[config.mk]
export PLATFORM = sky130hd
export DESIGN_NAME = tone_player
export DESIGN_NICKNAME = d
export VERILOG_FILES = /design/src/rtl/piano_pkg.sv /design/src/rtl/tone_divider.sv /design/src/rtl/tone_player.sv
export SDC_FILE = /design/constraint.sdc
export NUM_CORES = 1
export LEC_CHECK = 0
export CORE_MARGIN = 3
export CORE_UTILIZATION = 54
export DETAILED_ROUTE_END_ITERATION = 16
export PLACE_DENSITY = 0.77
export SYNTH_ARGS = -nofsm -noshare
export SYNTH_HDL_FRONTEND = slang
export SYNTH_SLANG_ARGS = --single-unit
[constraint.sdc]
create_clock -name clk -period 2.7 [get_ports clk]
set_input_delay 0.81 -clock clk [delete_from_list [all_inputs] [get_ports clk]]
set_output_delay 0.81 -clock clk [all_outputs]
set_load 0.005 [all_outputs]
[src/rtl/piano_pkg.sv]
// Shared definitions for the piano playback datapath.
//   - key index constants (one-hot key code, bit0 = do .. bit6 = si)
//   - octave-4 half-period table in 100 MHz clock cycles
//   - playback FSM state encoding
//   - half_period(): note code {pitch[2:0], key[6:0]} -> half-period cycles
package piano_pkg;

   localparam int KEY_DO   = 0;
   localparam int KEY_RE   = 1;
   localparam int KEY_MI   = 2;
   localparam int KEY_FA   = 3;
   localparam int KEY_SOL  = 4;
   localparam int KEY_LA   = 5;
   localparam int KEY_SI   = 6;
   localparam int NUM_KEYS = 7;

   localparam logic [2:0] PITCH_MID = 3'd4;
   localparam int         HALF_W    = 24;

   localparam logic [HALF_W-1:0] BASE_HALF [NUM_KEYS] = '{
      24'd191110, 24'd170265, 24'd151685, 24'd143172,
      24'd127551, 24'd113636, 24'd101239
   };

   typedef enum logic [1:0] {
      ST_IDLE = 2'd0,
      ST_PLAY = 2'd1,
      ST_GAP  = 2'd2
   } state_t;

   // Returns 0 for a rest (no key, or pitch 0). With several keys set,
   // scanning from the top down leaves the lowest set key in base.
   function automatic logic [HALF_W-1:0] half_period(input logic [9:0] code);
      logic [2:0]        pitch;
      logic [6:0]        key;
      logic [HALF_W-1:0] base;
      logic [HALF_W-1:0] half;
      pitch = code[9:7];
      key   = code[6:0];
      base  = '0;
      for (int i = NUM_KEYS - 1; i >= 0; i--) begin
         if (key[i]) base = BASE_HALF[i];
      end
      if (pitch == 3'd0)
         half = '0;
      else if (pitch >= PITCH_MID)
         half = base >> (pitch - PITCH_MID);
      else
         half = base << (PITCH_MID - pitch);
      return half;
   endfunction

endpackage

[src/rtl/tone_divider.sv]
// Loadable half-period counter producing a square wave.
//   clk, rst_n : clock, async active-low reset
//   clear      : synchronous clear of counter, period and wave (priority)
//   load       : capture period, restart count, wave low
//   en         : count while high
//   period     : half-period in cycles; 0 means silent (wave held low)
//   wave       : registered square-wave output
module tone_divider
   import piano_pkg::*;
(
   input  logic              clk,
   input  logic              rst_n,
   input  logic              clear,
   input  logic              load,
   input  logic              en,
   input  logic [HALF_W-1:0] period,
   output logic              wave
);

   logic [HALF_W-1:0] period_q;
   logic [HALF_W-1:0] cnt;

   always_ff @(posedge clk or negedge rst_n) begin
      if (!rst_n) begin
         cnt      <= '0;
         period_q <= '0;
         wave     <= 1'b0;
      end else if (clear) begin
         cnt      <= '0;
         period_q <= '0;
         wave     <= 1'b0;
      end else if (load) begin
         cnt      <= period;
         period_q <= period;
         wave     <= 1'b0;
      end else if (en && cnt != '0) begin
         if (cnt == HALF_W'(1)) begin
            cnt  <= period_q;
            wave <= ~wave;
         end else begin
            cnt <= cnt - 1'b1;
         end
      end
   end

endmodule

[src/rtl/tone_player.sv]
// Note playback stage: accepts one note event, drives the buzzer at the
// note frequency for the requested duration, then holds a silent gap.
//   clk, rst_n    : clock, async active-low reset
//   in_valid      : producer offers a note event
//   in_ready      : accept window (IDLE and out of reset)
//   note_play     : {pitch[2:0], key[6:0]} note code
//   duration_play : note length in cycles (0 completes immediately)
//   stop          : synchronous abort, highest priority
//   speaker       : square-wave buzzer drive
//   sel           : amplifier enable (PLAY and GAP)
//   note_now      : latched note code while playing, 0 in IDLE
//   busy          : FSM not in IDLE
//   done          : one-cycle pulse on return to IDLE after a note
//
// state   | meaning
// IDLE    | waiting for a note, in_ready high
// PLAY    | tone running, duration counter counting down
// GAP     | silent gap after the tone, gap counter counting down
module tone_player
   import piano_pkg::*;
#(
   parameter int unsigned GAP_CYCLES = 1_000_000
) (
   input  logic        clk,
   input  logic        rst_n,
   input  logic        in_valid,
   output logic        in_ready,
   input  logic [9:0]  note_play,
   input  logic [31:0] duration_play,
   input  logic        stop,
   output logic        speaker,
   output logic        sel,
   output logic [9:0]  note_now,
   output logic        busy,
   output logic        done
);

   state_t      state;
   state_t      state_next;
   logic [31:0] dur_cnt;
   logic [31:0] gap_cnt;
   logic        accept;
   logic        done_next;
   logic        div_clear;
   logic        div_load;

   assign in_ready = rst_n && (state == ST_IDLE);
   assign accept   = in_valid && in_ready && !stop;

   always_ff @(posedge clk or negedge rst_n) begin
      if (!rst_n) state <= ST_IDLE;
      else        state <= state_next;
   end

   always_comb begin
      state_next = state;
      done_next  = 1'b0;
      div_clear  = 1'b0;
      div_load   = 1'b0;
      if (stop) begin
         state_next = ST_IDLE;
         div_clear  = 1'b1;
      end else begin
         case (state)
            ST_IDLE: begin
               if (accept) begin
                  if (duration_play == 32'd0) begin
                     done_next = 1'b1;
                  end else begin
                     state_next = ST_PLAY;
                     div_load   = 1'b1;
                  end
               end
            end
            ST_PLAY: begin
               if (dur_cnt <= 32'd1) begin
                  div_clear = 1'b1;
                  if (GAP_CYCLES == 0) begin
                     state_next = ST_IDLE;
                     done_next  = 1'b1;
                  end else begin
                     state_next = ST_GAP;
                  end
               end
            end
            ST_GAP: begin
               if (gap_cnt <= 32'd1) begin
                  state_next = ST_IDLE;
                  done_next  = 1'b1;
               end
            end
            default: state_next = ST_IDLE;
         endcase
      end
   end

   always_ff @(posedge clk or negedge rst_n) begin
      if (!rst_n) begin
         dur_cnt  <= '0;
         gap_cnt  <= '0;
         sel      <= 1'b0;
         busy     <= 1'b0;
         done     <= 1'b0;
         note_now <= '0;
      end else begin
         done <= done_next;
         sel  <= (state_next != ST_IDLE);
         busy <= (state_next != ST_IDLE);

         if (stop)
            dur_cnt <= '0;
         else if (accept)
            dur_cnt <= duration_play;
         else if (state == ST_PLAY && dur_cnt != '0)
            dur_cnt <= dur_cnt - 1'b1;

         if (stop)
            gap_cnt <= '0;
         else if (state == ST_PLAY && state_next == ST_GAP)
            gap_cnt <= GAP_CYCLES;
         else if (state == ST_GAP && gap_cnt != '0)
            gap_cnt <= gap_cnt - 1'b1;

         if (accept && duration_play != 32'd0)
            note_now <= note_play;
         else if (state_next == ST_IDLE)
            note_now <= '0;
      end
   end

   tone_divider u_divider (
      .clk    (clk),
      .rst_n  (rst_n),
      .clear  (div_clear),
      .load   (div_load),
      .en     (state == ST_PLAY),
      .period (half_period(note_play)),
      .wave   (speaker)
   );

endmodule

Run 1, cell outlines without signal wires:
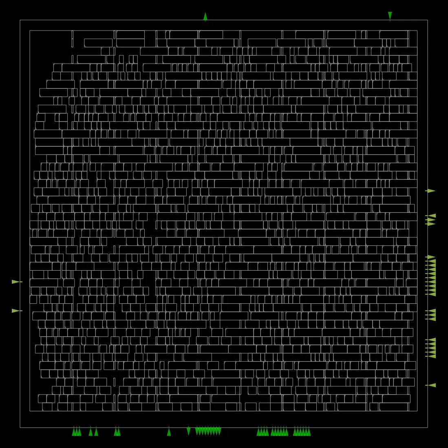
Flop Count: 127
Finished Layout Cells: 1582
Layout fillers: 1080

Run 1, sequential cells coloured by netlist name:
Drawn at 4 px/um. Other sequential cells in the stronger grey, the rest of the logic in the fainter grey.
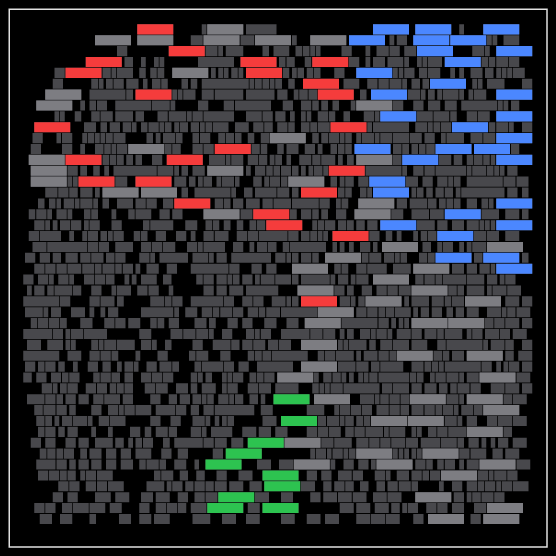
Key: u_divider.cnt = red [sequential cells 24]; gap_cnt = blue [sequential cells 32]; note_now = green [sequential cells 10, where bottom centre]
Another 61 sequential cells are not coloured.

Run 1, cell classes on the final placement:
Drawn at 2 px/um.
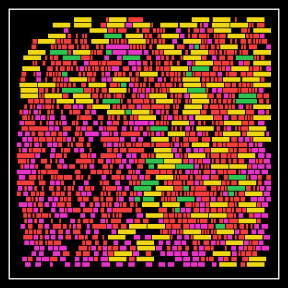
Key: remaining buffers and delay cells = magenta [cells 326, share of their area 22%]; remaining logic cells = red [cells 881, share of their area 47%]; clock drivers and dummy loads = green [cells 32, share of their area 4.9%]; registers = yellow [cells 127, share of their area 26%]

==> results.json, run 1 <==
{
  "status": "finished with violations",
  "violations": "negative setup slack",
  "fin_ws_ns": -0.00474,
  "critPathArrivalTime_ns": 3.02,
  "grt_first_pass_wirelength_mm": 48.4,
  "powerDensity_nw_per_um2": 499,
  "drt_pre_antenna_iters": 5,
  "cts_setup_buffers": 6,
  "startpoint": "dur_cnt[10]$_DFFE_PN0P_",
  "clock_latency_ns": 0.43,
  "cts.sink_count": 127,
  "clockBufferDepth": 2,
  "fmax_ghz": 0.370,
  "layout_top_cell": "buf_4",
  "relSlewSlack": 0.452,
  "dieArea_sq_um": 18000,
  "ys_sh_mux": 0.0178,
  "hold-worst-slack_ns": 0.478,
  "first_global_vias": 9621,
  "finalClockSkew_ns": 0.0111,
  "synth-xor-area-share": 0.0524,
  "ff_type": "dfrtp_1",
  "cts_max_level": 4,
  "aoi_share": 0.259,
  "period_used_share": 1.00,
  "ys_cells": 1081,
  "async_flop_share": 1.00,
  "grt_max_degree": 65,
  "crit_path_max_incr_delay_ns": 0.55,
  "r2r-start": "dur_cnt[10]$_DFFE_PN0P_",
  "r2r_slack_ns": -0.005,
  "cts_root_buffer": "clkbuf_16",
  "cellInternalPower_mw": 4.24,
  "dpl_cell_area_sq_um": 11300,
  "dp_hpwl_mm": 21.0,
  "p_sw_mw": 2.05,
  "synth_nets": 1138,
  "ant_nets": 0,
  "clock_power_mw": 2.37,
  "setup_viol": 1,
  "nNetsFinal": 1410,
  "routedWlPerCell_um": 19.6,
  "min_from": "u_divider.period_q[2]$_DFFE_PN0P_",
  "p_seq_mw": 2.09,
  "total_power_mw": 6.29,
  "tightest_slew_ns": 0.823,
  "fp.dieH_um": 134,
  "top_area_frac": 0.359,
  "n_antenna_cell": 0,
  "critPathKind": "flip-flop to flip-flop",
  "route.vias.total": 9883,
  "routed_wl_mm": 30.9
}
run 1: layout make-up:
| type | count | area (sq um) |
|---|---|---|
| multi-input cells | 856 | 5740 |
| fillers | 1080 | 3340 |
| flip-flops and latches | 127 | 3180 |
| repair buffers | 326 | 2710 |
| clock buffers | 18 | 439 |
| well taps | 216 | 270 |
| clock inverters | 14 | 170 |
| inverters | 25 | 104 |
run 1: state kept, by name, indices dropped and copies added (netlist names):
signal,cells
u_divider.period_q,24
gap_cnt,32
u_divider.cnt,24
u_divider.wave,1
note_now,10
done,1
state,2
dur_cnt,32
busy,1
run 1: routing by layer:
metal,global-route usage,routed length [um]
met4,0.133,1140
met1,0.430,12500
met5,0,0
met3,0.0540,2020
met2,0.558,15300
==> run 2: changes to the inputs <==
Settings changed: SETUP_SLACK_MARGIN from default to 0.5.
==> results.json, run 2 <==
{
  "error": "[ERROR GRT-0232] Routing congestion too high. Check the congestion heatmap in the GUI.",
  "syn_inst": 1081,
  "cts_max_level": 4,
  "top_area_frac": 0.359,
  "syn_area_sq_um": 8850,
  "grt-busiest-layer": "met2",
  "grtUsageMet3": 0.809,
  "ff_type": "dfrtp_1",
  "grt_max_degree": 128,
  "synthTopCellsByArea": "dfrtp_1 (36%), nor2_1 (6.1%), a21oi_1 (5.2%)",
  "gp_congestion": 0.968,
  "grt_worst_setup_endpoint": "u_divider.cnt[12]$_DFFE_PN0P_/D",
  "synth_nets": 1138,
  "async_flop_share": 1.00,
  "grt_overflow_total": 1511,
  "yosys_warnings": 0,
  "grt.met1_usage": 0.911,
  "use_met2": 1.26,
  "avgSynthCellArea_sq_um": 8.19,
  "post-synth-top-count-cell": "nor2_1",
  "edf_count": 0,
  "ys_area_sq_um": 8850,
  "fp.dieW_um": 134,
  "fp.dieH_um": 134,
  "dpl_cell_area_sq_um": 11600,
  "synth_cell_types": 87,
  "numSynthFlops": 127,
  "synth_area_leader_cell": "dfrtp_1",
  "num_rows": 46,
  "fp_util": 0.555,
  "ys_seq_frac": 0.359,
  "dp_hpwl_mm": 21.1,
  "haltStage": "5_1_grt",
  "ios": 61,
  "cts_buffers": 17,
  "status": "stopped before the end",
  "worstEpCategory": "sequential cell input",
  "cts_root_buffer": "clkbuf_16",
  "cts.sink_count": 127,
  "clockBufferDepth": 2,
  "port_buffers": 60,
  "ys_cells": 1081,
  "top_cells_by_count": "nor2_1 (145), dfrtp_1 (127), nand2_1 (94), a21oi_1 (92), o21ai_0 (65)",
  "track_usage": 1.02,
  "place_inst": 1500
}
-- run 2: cell counts after synthesis --
No cell type changed its count.
-- run 2: per-stage QoR --
| stage | hold WS [ns] | setup WS [ns] |
|---|---|---|
| after floorplan | 0.438 | 0.0125 |
| after global placement | 0.452 | -0.700 |
| after detailed placement | 0.456 | -0.745 |
| after CTS | 0.476 | -0.0383 |
-- run 2: logic make-up after synthesis --
family,count (synthesis),synth area share
compound gates,340,0.259
xor+xnor,53,0.0524
fa+ha+maj,11,0.0155
buf+inv,100,0.0555
flops,127,0.359
mux,12,0.0178
simple gates,438,0.241
-- run 2: repair_timing --
action / 4_1_cts
hold buffers: 0
endpoints found under the setup margin: 128
resized: 343
setup buffers: 71
pin swaps: 132
gates cloned: 12
==> run 3: changes to the inputs <==
Settings changed: CORE_UTILIZATION 54 to 40, PLACE_DENSITY 0.77 to default, PLACE_DENSITY_LB_ADDON from default to 0.15, SETUP_SLACK_MARGIN 0.5 to default.
Clock period 2.7 ns to 3.5 ns, I/O delays scaled along.
Run 3, sequential cells coloured by netlist name:
Drawn at 4 px/um. Other sequential cells in the stronger grey, the rest of the logic in the fainter grey.
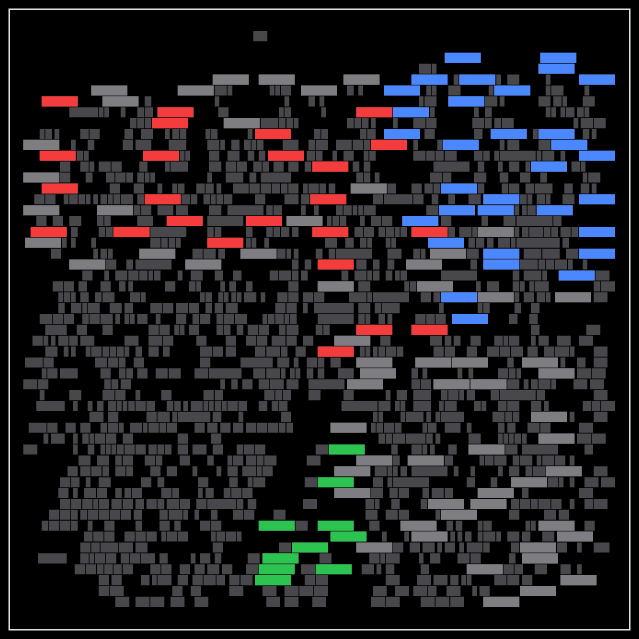
Key: u_divider.cnt = red [sequential cells 24]; gap_cnt = blue [sequential cells 32, where upper right]; note_now = green [sequential cells 10, where bottom centre]

Run 3, cell outlines without signal wires:
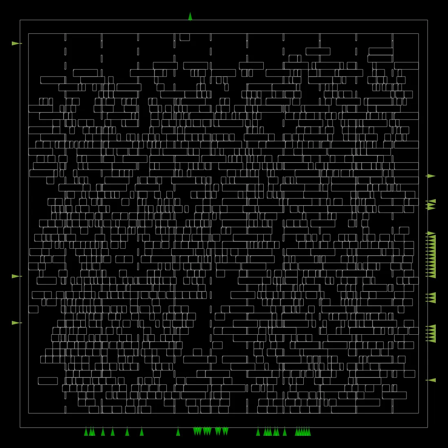
row count: 53
Seq/total area: 0.281
Tapcells: 275

==> results.json, run 3 <==
{
  "status": "completed",
  "place_inst": 1507,
  "startpoint": "note_play[0]",
  "total_power_mw": 4.51,
  "wl_met2_mm": 13.2,
  "fp.dieW_um": 155,
  "aoi_share": 0.259,
  "p_sw_mw": 1.46,
  "grt_max_degree": 67,
  "synthAdderAreaFrac": 0.0155,
  "route.vias.total": 9012,
  "syn_area_sq_um": 8850,
  "drt_pre_antenna_iters": 5,
  "top_cells_by_count": "nor2_1 (145), dfrtp_1 (127), nand2_1 (94), a21oi_1 (92), o21ai_0 (65)",
  "powerDensity_nw_per_um2": 399,
  "finalClockSkew_ns": 0.0149,
  "cellInternalPower_mw": 3.06,
  "p_seq_mw": 1.61,
  "ys_sh_mux": 0.0178,
  "clock_latency_ns": 0.42,
  "min_from": "u_divider.period_q[8]$_DFFE_PN0P_",
  "synth_cell_types": 87,
  "simple_gate_area_frac": 0.241,
  "ys_cells": 1081,
  "ant_nets": 0,
  "grt_first_pass_wirelength_mm": 46.5,
  "wl_met1_mm": 13.0,
  "cts_hold_buf": 0,
  "ys_area_sq_um": 8850,
  "top_area_frac": 0.359,
  "port_buffers": 60,
  "synth_area_leader_cell": "dfrtp_1",
  "r2r_slack_ns": 0.49,
  "post-synth-top-count-cell": "nor2_1",
  "dp_hpwl_mm": 20.9,
  "grt_overflow_total": 0,
  "track_usage": 0.240,
  "cts_max_level": 4,
  "dieArea_sq_um": 24000,
  "pre_cts_ws_ns": -0.433,
  "fmax_ghz": 0.299,
  "synthTopCellsByArea": "dfrtp_1 (36%), nor2_1 (6.1%), a21oi_1 (5.2%)",
  "top_regs": "dur_cnt: 32 flops, gap_cnt: 32 flops",
  "clockBufferDepth": 2,
  "clock_power_mw": 1.74,
  "critPathKind": "input port to flip-flop",
  "setup_viol": 0,
  "ios": 61,
  "synth_nets": 1138,
  "hold-worst-slack_ns": 0.474,
  "cts_root_buffer": "clkbuf_16",
  "layout_top_cell": "buf_4",
  "routedWlPerCell_um": 18.5,
  "synth-xor-area-share": 0.0524,
  "dpl_cell_area_sq_um": 10700,
  "first_global_vias": 8907,
  "n_antenna_cell": 0,
  "final_cell_count_no_fill": 1539,
  "tightest_slew_ns": 1.16,
  "dr.max_layer_used": "met4",
  "critPathArrivalTime_ns": 3.70,
  "fin_ws_ns": 0.154,
  "fp.dieH_um": 155,
  "grt.met1_usage": 0.327,
  "grt-busiest-layer": "met2",
  "numSynthFlops": 127,
  "async_flop_share": 1.00,
  "nNetsFinal": 1308,
  "gp_congestion": 0.952,
  "synth.logic.top_family": "AND-OR/OR-AND gates"
}
==> run 3: cell counts after synthesis <==
Identical to the previous run, type by type.
==> run 3: worst max-delay path: stages <==
cell	delay (ns)
clkdlybuf4s50_1	0.44
buf_4	0.19
buf_4	0.15
buf_12	0.12
buf_4	0.13
nor2_1	0.30
o21ai_0	0.28
mux2i_1	0.24
o22ai_1	0.11
a2111oi_2	0.42
buf_4	0.18
o21bai_1	0.09
==> run 3: area by class of cell <==
type,count,area (sq um)
timing repair buffer,226,1910
sequential,127,3180
fill,1977,10000
inverter,25,93.8
clock inverter,13,128
clock buffer,19,443
tap,275,344
multi-input combinational,854,5210
==> run 3: repair_timing <==
item / CTS / global route
setup buffers: 0 / 0
resized: 1 / 3
endpoints found under the setup margin: 1 / 5
pin swaps: 0 / 0
